### src/rtl/ttr_pkg.sv
// Shared types and constants for the triple-time-redundant scheduler.
package ttr_pkg;

  typedef enum logic [2:0] {
    IDLE = 3'd0,
    RUN0 = 3'd1,
    RUN1 = 3'd2,
    RUN2 = 3'd3,
    HOLD = 3'd4
  } state_t;

  localparam logic [1:0] PHASE_IDLE = 2'd3;
  localparam int ERRCNT_W = 8;

endpackage

### src/rtl/ttr_vote.sv
// Bitwise 2-of-3 majority voter with disagreement flags.
module ttr_vote #(
  parameter int N = 8
) (
  input  logic [N-1:0] a,
  input  logic [N-1:0] b,
  input  logic [N-1:0] c,
  output logic [N-1:0] maj,
  output logic         err,
  output logic         fatal
);

  logic ab_diff, bc_diff, ac_diff;

  assign ab_diff = (a != b);
  assign bc_diff = (b != c);
  assign ac_diff = (a != c);

  assign maj   = (a & b) | (b & c) | (a & c);
  assign err   = ab_diff | bc_diff | ac_diff;
  assign fatal = ab_diff & bc_diff & ac_diff;

endmodule

### src/rtl/ttr_sched.sv
// Runs each operand three times through a shared datapath and votes the results.
// Optional saturating error counter port err_cnt is enabled by TTR_ERRCNT_EN.
module ttr_sched
  import ttr_pkg::*;
#(
  parameter int W = 8
) (
  input  logic         clk,
  input  logic         reset,
  input  logic         in_valid,
  output logic         in_ready,
  input  logic [W-1:0] in_data,
  output logic [W-1:0] dp_op,
  output logic [1:0]   dp_phase,
  input  logic [W-1:0] dp_res,
  output logic         out_valid,
  input  logic         out_ready,
  output logic [W-1:0] out_data,
  output logic         out_err,
  output logic         out_fatal
`ifdef TTR_ERRCNT_EN
  ,
  output logic [ERRCNT_W-1:0] err_cnt
`endif
);

  state_t       st0_reg, st1_reg, st2_reg;
  state_t       state_v, state_next;
  logic [2:0]   state_maj;
  logic         state_err_unused, state_fatal_unused;
  logic [W-1:0] op_reg;
  logic [W-1:0] r_reg [3];
  logic         vote_err, vote_fatal;
  logic         accept;

  // The state copies are voted every cycle, so one upset copy is outvoted and rewritten.
  ttr_vote #(.N(3)) u_state_vote (
    .a     (st0_reg),
    .b     (st1_reg),
    .c     (st2_reg),
    .maj   (state_maj),
    .err   (state_err_unused),
    .fatal (state_fatal_unused)
  );

  assign state_v = state_t'(state_maj);

  always_ff @(posedge clk or posedge reset) begin
    if (reset) begin
      st0_reg <= IDLE;
      st1_reg <= IDLE;
      st2_reg <= IDLE;
    end else begin
      st0_reg <= state_next;
      st1_reg <= state_next;
      st2_reg <= state_next;
    end
  end

  always_comb begin
    state_next = IDLE;
    case (state_v)
      IDLE:    state_next = in_valid ? RUN0 : IDLE;
      RUN0:    state_next = RUN1;
      RUN1:    state_next = RUN2;
      RUN2:    state_next = HOLD;
      HOLD: begin
        if (out_ready) state_next = in_valid ? RUN0 : IDLE;
        else           state_next = HOLD;
      end
      default: state_next = IDLE;
    endcase
  end

  always_comb begin
    in_ready  = 1'b0;
    dp_op     = '0;
    dp_phase  = PHASE_IDLE;
    out_valid = 1'b0;
    case (state_v)
      IDLE: in_ready = 1'b1;
      RUN0: begin
        dp_op    = op_reg;
        dp_phase = 2'd0;
      end
      RUN1: begin
        dp_op    = op_reg;
        dp_phase = 2'd1;
      end
      RUN2: begin
        dp_op    = op_reg;
        dp_phase = 2'd2;
      end
      HOLD: begin
        in_ready  = out_ready;
        out_valid = 1'b1;
      end
      default: ;
    endcase
  end

  assign accept = in_valid & in_ready;

  // dp_phase is only 0..2 during a RUN state, so it selects the capture slot directly.
  always_ff @(posedge clk or posedge reset) begin
    if (reset) begin
      op_reg <= '0;
      for (int k = 0; k < 3; k++) r_reg[k] <= '0;
    end else begin
      if (accept) op_reg <= in_data;
      for (int k = 0; k < 3; k++) begin
        if (dp_phase == 2'(k)) r_reg[k] <= dp_res;
      end
    end
  end

  ttr_vote #(.N(W)) u_res_vote (
    .a     (r_reg[0]),
    .b     (r_reg[1]),
    .c     (r_reg[2]),
    .maj   (out_data),
    .err   (vote_err),
    .fatal (vote_fatal)
  );

  assign out_err   = out_valid & vote_err;
  assign out_fatal = out_valid & vote_fatal;

`ifdef TTR_ERRCNT_EN
  logic [ERRCNT_W-1:0] err_cnt_reg;

  always_ff @(posedge clk or posedge reset) begin
    if (reset) begin
      err_cnt_reg <= '0;
    end else if (out_valid && out_ready && out_err && (err_cnt_reg != {ERRCNT_W{1'b1}})) begin
      err_cnt_reg <= err_cnt_reg + 1'b1;
    end
  end

  assign err_cnt = err_cnt_reg;
`endif

endmodule

### config.mk
export PLATFORM = sky130hd
export DESIGN_NAME = ttr_sched
export DESIGN_NICKNAME = d
export VERILOG_FILES = /design/src/rtl/ttr_pkg.sv /design/src/rtl/ttr_vote.sv /design/src/rtl/ttr_sched.sv
export SDC_FILE = /design/constraint.sdc
export NUM_CORES = 1
export LEC_CHECK = 0
export CORE_MARGIN = 3
export CORE_UTILIZATION = 45
export DETAILED_ROUTE_END_ITERATION = 16
export PLACE_DENSITY_LB_ADDON = 0.1
export SYNTH_ARGS = -nofsm -noshare
export SYNTH_HDL_FRONTEND = slang
export SYNTH_SLANG_ARGS = --single-unit
### constraint.sdc
create_clock -name clk -period 1.8 [get_ports clk]
set_input_delay 0.27 -clock clk [delete_from_list [all_inputs] [get_ports clk]]
set_output_delay 0.27 -clock clk [all_outputs]
set_load 0.01 [all_outputs]
Run 1, nets reached from selected ports:
Scale bar: 20 um.
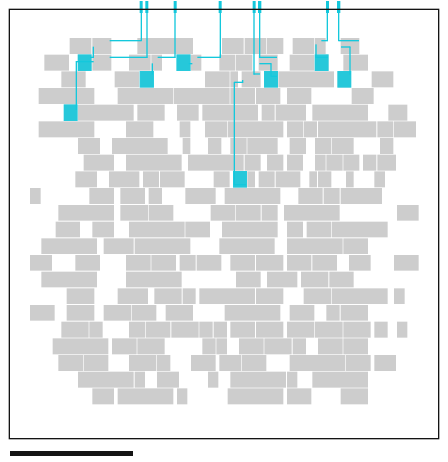
[cyan] dp_op | bits: 8 | direction: output | edge: top | end cells: 8 | buffers: 8 | wire: 129 um

Run 1, sequential cells grouped by signal name:
Scale bar: 20 um. Other cells in gray.
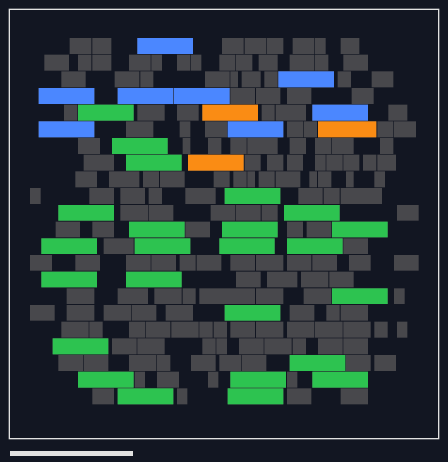
[blue] op_reg | placed flops: 8
[orange] st2_reg | placed flops: 3
[green] r_reg | placed flops: 24

Run 1, congestion heat map:
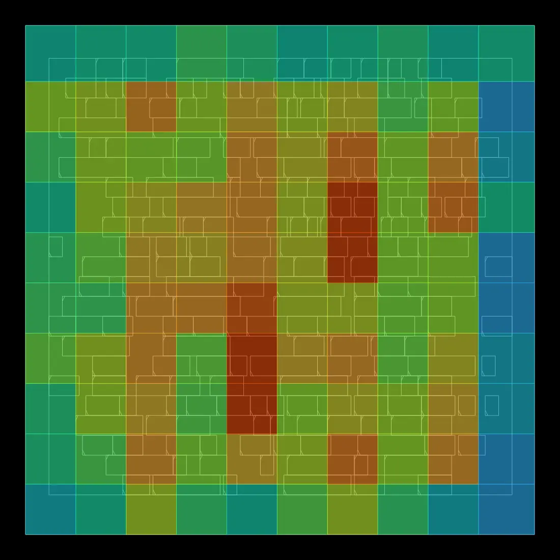
global route hottest layer: met2
GRT Total Usage: 18.74%

==> run summary, run 1 <==
run metrics: CTS tree done, Critical Path RT 1.53 ns, f_max 0.4639 GHz, maxcap violations 0, CTS sink cnt 35, violated checks negative setup slack, Complex Gates by Area 1.025%, clock-pin slew on the worst setup and hold paths 0.07 ns, critical path, cell by cell ha_1 -> or4_4 -> nor2_4 -> a31oi_1 -> buf_2, CP Capture Type primary output, Setup Viol. Count Final 2, initial antenna violation count 0, Yosys Chip Area 1831 sq um, final wirelength 4340 um, status finished with violations, r2r endpoint r_reg[11], Top-Level Pins 42, first-pass GRT wire length 7120 um, count of tool warnings 28, DRC 0, port buffer count 41, top cells by area dfrtp_1, mux2_2, ha_1, ys async rst share 100.0%, Top Layer Used met4, vias per cell 5.248, share of cells above drive strength 1 44.66%, Top cell excl fill/tap dfrtp_1, TritonCTS Buffers 5, remaining antenna violation count 0, yosys adder share 16.40%, WS Path Type register to primary output, Final WS setup -0.3559 ns, Clock Path Buffers 2, Worst Path Buf+Inv 1, root buffer cell clkbuf_8, dominant register cell dfrtp_1, global route overflow 0, Init Core Util 48.19%, met3 WL post-DR 126 um, Top cells excl fill/tap dfrtp_1, mux2_2, ha_1, Mapped Area 1831 sq um, Worst Path Max Fanout 3, MUX share of area 19.69%, share of the synthesized area in the top cell type 47.85%, pwr dens 1980 nW/um^2, Largest register FFs 24, Final Hold Fails 0, Synth Instances 137, period utilization 119.8%, startpoint type of the worst setup path register, syn nets 181, XOR Share, Synth 0%, leading area contributor after synthesis dfrtp_1, yosys cell count 137, die area 4869 sq um, fin util 67.52%, Tmin final 2.156 ns, dpl ws -0.4391 ns, Placement Rows 22, Final Wtd Congestion 0.7328, filler instances 287, Cell Type Count 20, 1st-iter DRT viols 62, Critical Path Max Stage Delay 0.56 ns
-- run 1: area by class of cell --
type / instances / area [sq um] / share of cell area, %
clock buffers: 8 / 100.1 / 3.902
inverters: 2 / 7.507 / 0.2927
multi-input cells: 100 / 1025 / 39.95
flip-flops and latches: 35 / 877.1 / 34.20
well taps: 48 / 60.06 / 2.341
repair buffers: 61 / 495.5 / 19.32
-- run 1: where the power goes --
part | internal (W) | total, W | switching, W
Sequential | 0.00120 | 0.00155 | 0.000346
Combinational | 0.00164 | 0.00291 | 0.00127
Clock | 0.000349 | 0.000619 | 0.000270
Total | 0.00319 | 0.00508 | 0.00189
-- run 1: layer usage --
| layer | vias up | GRT usage, % |
|---|---|---|
| li1 | 636 | - |
| met1 | 667 | 21.96 |
| met2 | 23 | 32.95 |
| met3 | 7 | 5.507 |
| met4 | 0 | 5.532 |
| met5 | - | 0 |
-- run 1: how the worst max path moves through the flow --
stage / end / slack, ns / cells after the start
2_1_floorplan: out_err / 0.10 / 4
3_3_place_gp: out_err / -0.42 / 5
3_5_place_dp: out_err / -0.44 / 5
4_1_cts: out_err / -0.36 / 5
5_1_grt: out_err / -0.42 / 5
6_report: out_err / -0.36 / 5
-- run 1: per-stage QoR --
step           hold slack, ns  instances  power (W)  area (sq um)
2_1_floorplan          0.3790        137   0.002915          1831
3_3_place_gp           0.4791        235   0.004128          2371
3_5_place_dp           0.4856        235   0.004256          2371
4_1_cts                0.3985        251   0.004999          2556
5_1_grt                0.4271        254   0.005461          2565
6_report               0.4045        254   0.005078          2565
-- run 1: what timing repair did --
item                       CTS  global route
buffers inserted             7             3
setup endpoints to repair   21            19
gates cloned                 1             0
gates resized               59            22
pin swaps                   12             7
-- run 1: tightest hold or removal path, cell delays in order --
cell and delay, ns:
clkdlybuf4s50_1 0.40, inv_1 0.05, buf_4 0.39
Run 1, signal wires on met1:
Scale bar: 20 um. Supply wires on this layer in gray.
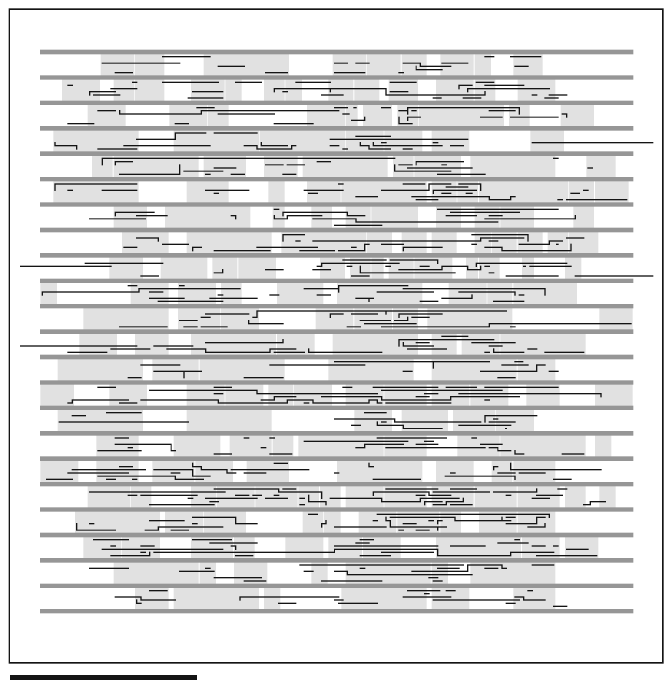

==> run 2, diff against run 1 <==
- CORE_UTILIZATION: 45 -> 50
- MAX_ROUTING_LAYER: default -> met4
Run 2, signal wires on met1:
Scale bar: 20 um. Supply wires on this layer in gray.
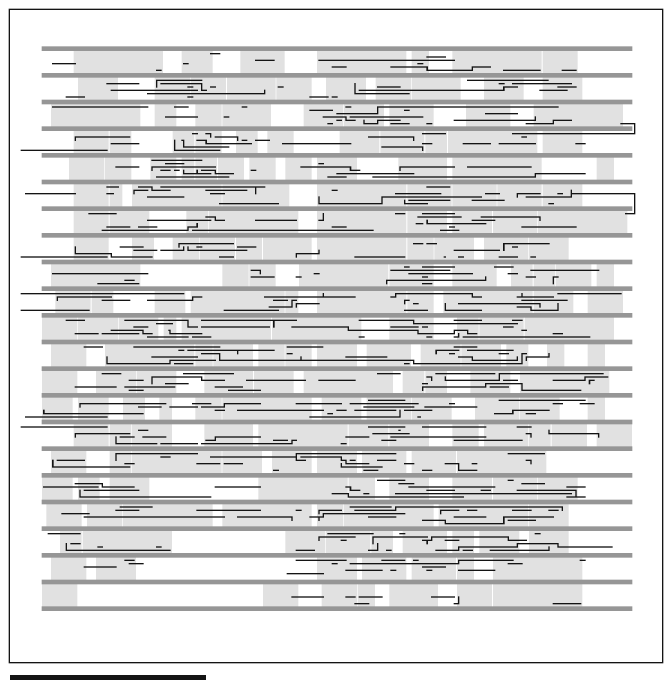
nets with wire on the layer: 210
longest straight run: 19.8 um
share of all routed wire: 43%
main direction: horizontal

Run 2, sequential cells grouped by signal name:
Scale bar: 20 um. Other cells in gray.
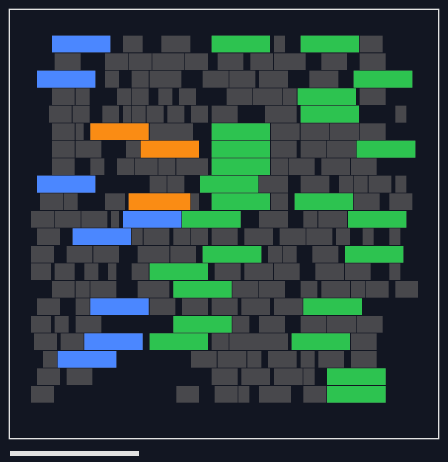
[blue] op_reg | placed flops: 8
[green] r_reg | placed flops: 24
[orange] st2_reg | placed flops: 3

==> run 2 against run 1 <==
  * The flow still finishes with violations (negative setup slack)
  * Sequential power barely moved
  * Setup slack better by 0.011 ns
  * Count of clock-buffer cells in the layout shrank 1
  * Critical path type unchanged
==> run summary, run 2 <==
run metrics: status finished with violations (unchanged), violated checks negative setup slack (unchanged), met3 Use GR 4.047% (was 5.507%), Mapped Area 1831 sq um (unchanged), CP max-delay cell or4_4 (unchanged), WS Path Type register to primary output (unchanged), port buffer count 41 (unchanged), Slew @ Worst Pin 0.4454 ns (was 0.4446 ns), global route hottest layer met2 (unchanged), post-route cell area 2577 sq um (was 2565 sq um), remaining antenna violation count 0 (unchanged), r2r worst-path depth 4 (was 5), largest family of logic cells by area multiplexers (unchanged), count of tool warnings 28 (unchanged), yosys cell count 137 (unchanged), XOR Share, Synth 0% (unchanged), yosys adder share 16.40% (unchanged), share of the synthesized area in the top cell type 47.85% (unchanged), TritonCTS Buffers 5 (unchanged), initial antenna violation count 0 (unchanged), leading area contributor after synthesis dfrtp_1 (unchanged), Worst Setup EP out_err (unchanged), Synth warnings 0 (unchanged), Setup Viol. Count Final 2 (unchanged), met2 GRT Util 36.56% (was 32.95%), Complex Gates by Area 1.025% (unchanged), Placement Rows 21 (was 22), GR Layer Usage met1 24.21% (was 21.96%), Yosys Chip Area 1831 sq um (unchanged), period utilization 119.2% (was 119.8%), Init Core Util 53.18% (was 48.19%), Critical Path Max Stage Delay 0.55 ns (was 0.56 ns), share of cells above drive strength 1 41.18% (was 44.66%), Top cells excl fill/tap dfrtp_1, mux2_2, ha_1 (unchanged), DRC 0 (unchanged), r2r endpoint r_reg[11] (unchanged), Post-DP Area 2376 sq um (was 2371 sq um), met3 WL post-DR 184 um (was 126 um), Top Layer Used met4 (unchanged), CP Capture Type primary output (unchanged), Final Wtd Congestion 0.8210 (was 0.7328), root buffer cell clkbuf_8 (unchanged), global route overflow 0 (unchanged), dpl ws -0.4346 ns (was -0.4391 ns), dominant register cell dfrtp_1 (unchanged), die area 4423 sq um (was 4869 sq um), Top-Level Pins 42 (unchanged), top cells by area dfrtp_1, mux2_2, ha_1 (unchanged), Critical Path RT 1.53 ns (about the same), Clock Path Buffers 2 (unchanged), f_max 0.4662 GHz (was 0.4639 GHz), filler instances 236 (was 287), Finished Layout Cells 250 (was 254), Inst Count DP 234 (was 235), clock-pin slew on the worst setup and hold paths 0.08 ns (was 0.07 ns), ys async rst share 100.0% (unchanged), GRT Total Usage 20.85% (was 18.74%), final wirelength 3926 um (was 4340 um), CTS tree done (unchanged), Final WS setup -0.3450 ns (was -0.3559 ns), syn nets 181 (unchanged), first-pass GRT wire length 6527 um (was 7120 um), maxcap violations 0 (unchanged), Tmin final 2.145 ns (was 2.156 ns), pwr dens 1936 nW/um^2 (was 1980 nW/um^2), Final Hold Fails 0 (unchanged), 1st-iter DRT viols 21 (was 62), WP depth 5 (unchanged), MUX share of area 19.69% (unchanged), Cell Type Count 20 (unchanged), top cell type by instance count after synthesis dfrtp_1 (unchanged), Top cell excl fill/tap dfrtp_1 (unchanged), CTS sink cnt 35 (unchanged), vias per cell 5.220 (was 5.248), Synth Instances 137 (unchanged), Comb gate area 1026 sq um (was 1025 sq um), Worst Path Max Fanout 3 (unchanged)
Run 2, nets reached from selected ports:
Scale bar: 20 um.
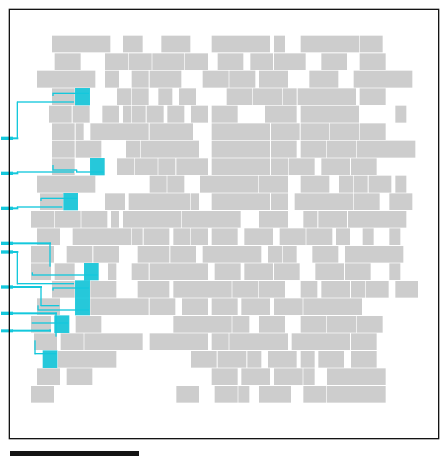
[cyan] dp_op | bits: 8 | direction: output | edge: left | end cells: 8 | buffers: 8 | wire: 138 um

[run 2: power by group]
group / internal (W) / leakage, nW / switching (W) / total (W)
combinational: 0.00161 / 0.722 / 0.00123 / 0.00284
sequential: 0.00120 / 0.411 / 0.000318 / 0.00152
clock: 0.000348 / 0.0505 / 0.000282 / 0.000630
total: 0.00316 / 1.18 / 0.00183 / 0.00499
[run 2: area by class of cell]
class	instances	area share, %
clock buffer	7	3.738
timing repair buffer	59	19.61
clock inverter	1	0.2913
inverter	2	0.2913
sequential	35	34.03
multi-input combinational	100	39.81
tap	46	2.233
[run 2: how the worst min path moves through the flow]
stage	start	to	slack, ns	depth (start not counted)
3_5_place_dp	op_reg[7]	op_reg[7]	0.48	1
5_1_grt	reset	op_reg[1]	0.41	3
6_report	reset	op_reg[5]	0.37	3
4_1_cts	reset	op_reg[5]	0.38	3
3_3_place_gp	op_reg[2]	op_reg[2]	0.48	1
2_1_floorplan	out_ready	st2_reg[2]	0.38	1
[run 2: metrics by stage]
| stage | util [%] | TNS (ns) | hold slack (ns) | power [W] |
|---|---|---|---|---|
| final | 74.88 | -0.6769 | 0.3733 | 0.004991 |
| after global routing | 74.88 | -0.7946 | 0.4112 | 0.005403 |
| after CTS | 73.79 | -0.7042 | 0.3799 | 0.004937 |
| after floorplan | - | 0 | 0.3790 | 0.002915 |
| after global placement | 69.03 | -0.7873 | 0.4809 | 0.004117 |
| after detailed placement | 69.03 | -1.117 | 0.4844 | 0.004221 |
[run 2: repair_timing]
item	4_1_cts	5_1_grt
gates resized	52	19
cloned	1	0
setup buffers	6	1
pin swaps	8	5
setup endpoints to repair	21	16
[run 2: worst min-delay path: cells and delay by family]
kind,cells,cell delay [ns]
buffers and inverters,3,0.83
Run 2, congestion heat map:
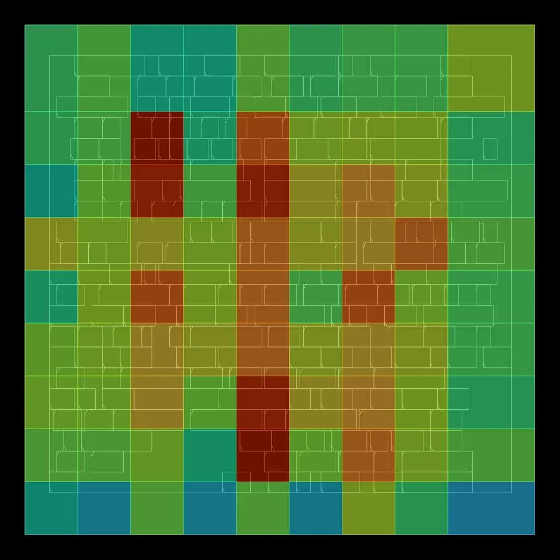

==> run 3, diff against run 2 <==
- clock period: 1.8 -> 2.2 ns (I/O delays scaled with it)
Run 3, congestion heat map:
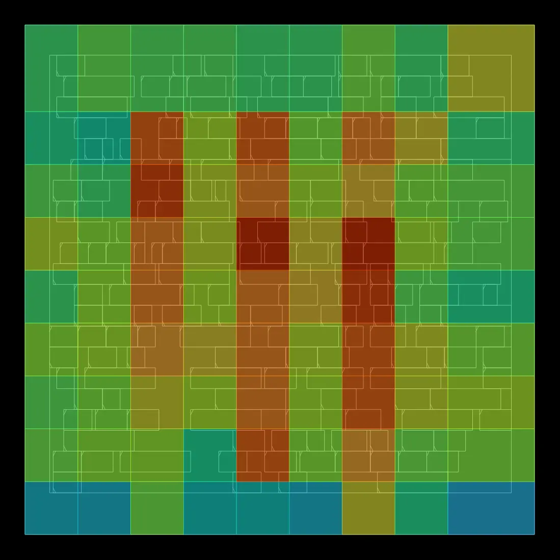
met3 Use GR: 4.890%
met2 GRT Util: 34.57%

Run 3, nets reached from selected ports:
Scale bar: 20 um.
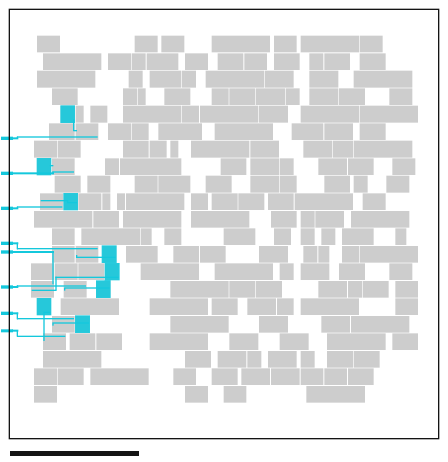
[cyan] dp_op | bits: 8 | direction: output | edge: left | end cells: 8 | buffers: 8 | wire: 135 um

==> run 3 against run 2 <==
  * Final area shrank 4.6%
  * Worst hold slack improved by 0.064 ns
  * First-iteration DRC count increased by 130%
  * The flow still finishes with violations (negative setup slack)
  * Core utilization is 3.4 points lower
  * Critical path type unchanged
  * Die size unchanged
  * Critical path depth is the same
==> run summary, run 3 <==
run metrics: status finished with violations (unchanged), violated checks negative setup slack (unchanged), Mapped Area 1831 sq um (unchanged), remaining antenna violation count 0 (unchanged), Pwr Total 0.003970 W (was 0.004991 W), r2r endpoint r_reg[21] (was r_reg[11]), clock-pin slew on the worst setup and hold paths 0.07 ns (was 0.08 ns), TritonCTS Buffers 5 (unchanged), Top Layer Used met4 (unchanged), dominant register cell dfrtp_1 (unchanged), Setup Viol. Count Final 2 (unchanged), top cell type by instance count after synthesis dfrtp_1 (unchanged), Worst Path Max Fanout 3 (unchanged), MUX share of area 19.69% (unchanged), largest family of logic cells by area multiplexers (unchanged), CTS tree done (unchanged), 1st-iter DRT viols 48 (was 21), root buffer cell clkbuf_8 (unchanged), vias per cell 5.356 (was 5.220), top cells by area dfrtp_1, mux2_2, ha_1 (unchanged), r2r worst-path depth 3 (was 4), Top cells excl fill/tap clkdlybuf4s50_1, dfrtp_1, mux2_2 (was dfrtp_1, mux2_2, ha_1), die area 4423 sq um (unchanged), Cell Type Count 20 (unchanged), syn nets 181 (unchanged), global route overflow 0 (unchanged), DRC 0 (unchanged), share of the synthesized area in the top cell type 47.85% (unchanged), Clock Path Buffers 2 (unchanged), Init Core Util 53.18% (unchanged), filler instances 263 (was 236), Placement Rows 21 (unchanged), f_max 0.4473 GHz, yosys adder share 16.40% (unchanged), Top-Level Pins 42 (unchanged), global route hottest layer met2 (unchanged), Final Hold Fails 0 (unchanged), met3 WL post-DR 191 um (was 184 um), ys async rst share 100.0% (unchanged), count of tool warnings 28 (unchanged), XOR Share, Synth 0% (unchanged), GRT Total Usage 20.68% (was 20.85%), yosys cell count 137 (unchanged), final wirelength 3865 um (was 3926 um), maxcap violations 0 (unchanged), Complex Gates by Area 1.025% (unchanged), CP Capture Type primary output (unchanged), Top cell excl fill/tap clkdlybuf4s50_1 (was dfrtp_1), Final WS setup -0.03570 ns (was -0.3450 ns), Tmin final 2.236 ns, Yosys Chip Area 1831 sq um (unchanged), share of cells above drive strength 1 31.58% (was 41.18%), first-pass GRT wire length 6472 um (was 6527 um), pwr dens 1614 nW/um^2 (was 1936 nW/um^2), Synth Instances 137 (unchanged), WS Path Type register to primary output (unchanged), Critical Path RT 1.87 ns (was 1.53 ns), startpoint type of the worst setup path register (unchanged), Largest register FFs 24 (unchanged), GR Layer Usage met1 24.27% (was 24.21%), fin util 71.46% (was 74.88%), CTS sink cnt 35 (unchanged), Synth warnings 0 (unchanged), port buffer count 41 (unchanged), leading area contributor after synthesis dfrtp_1 (unchanged)
Run 3, routed metal, one color a layer:
Two of the layers only.
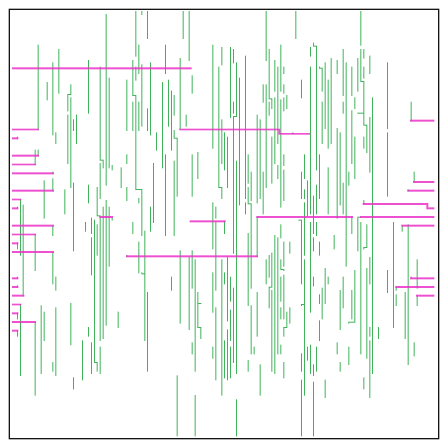
[magenta] met3 | wire length: 192 um
[green] met2 | wire length: 1940 um

run 3: where the power goes:
part	leakage, nW	switching, W	internal (W)
Clock	0.0474	0.000244	0.000255
Sequential	0.412	0.000289	0.000985
Combinational	0.622	0.000885	0.00131
Total	1.08	0.00142	0.00255
run 3: worst max-delay path: stages, from the launching register on:
cell	delay [ns]
dfrtp_1	0.40
ha_1	0.31
or4_4	0.56
nor2_4	0.13
a31oi_1	0.08
buf_2	0.15
run 3: worst max path at each step:
stage / start / end / slack [ns] / cells past startpoint
final: r_reg[13] / out_err / -0.04 / 5
after global routing: r_reg[13] / out_err / -0.11 / 5
after CTS: r_reg[1] / out_err / -0.05 / 5
after detailed placement: r_reg[5] / out_err / -0.09 / 5
after global placement: r_reg[5] / out_err / -0.07 / 5
after floorplan: r_reg[5] / out_err / 0.44 / 4
run 3: metrics by stage:
stage                     setup TNS (ns)  cells  hold slack [ns]  setup WS (ns)  instance area (sq um)
final                           -0.04112    236           0.4372       -0.03570                   2460
after global routing             -0.1659    236           0.4903        -0.1055                   2460
after CTS                       -0.05643    235           0.4489       -0.04662                   2437
after detailed placement         -0.1453    227           0.4917       -0.08829                   2323
after global placement           -0.1074    227           0.4814       -0.07162                   2323
after floorplan                        0    137           0.4390         0.4435                   1831
run 3: what timing repair did:
action / 4_1_cts / 5_1_grt
resized: 15 / 5
pin swaps: 3 / 5
setup buffers: 0 / 1
setup endpoints to repair: 12 / 11
run 3: layout make-up:
cell class              count  area, sq um  share of cell area, %
clock buffers               6        82.58                  3.357
clock inverters             2        16.27                 0.6612
inverters                   2        7.507                 0.3052
multi-input cells          99        980.9                  39.88
flip-flops and latches     35        877.1                  35.66
well taps                  46        57.56                  2.340
repair buffers             46        437.9                  17.80
Power is estimated from default activity; no workload was simulated.
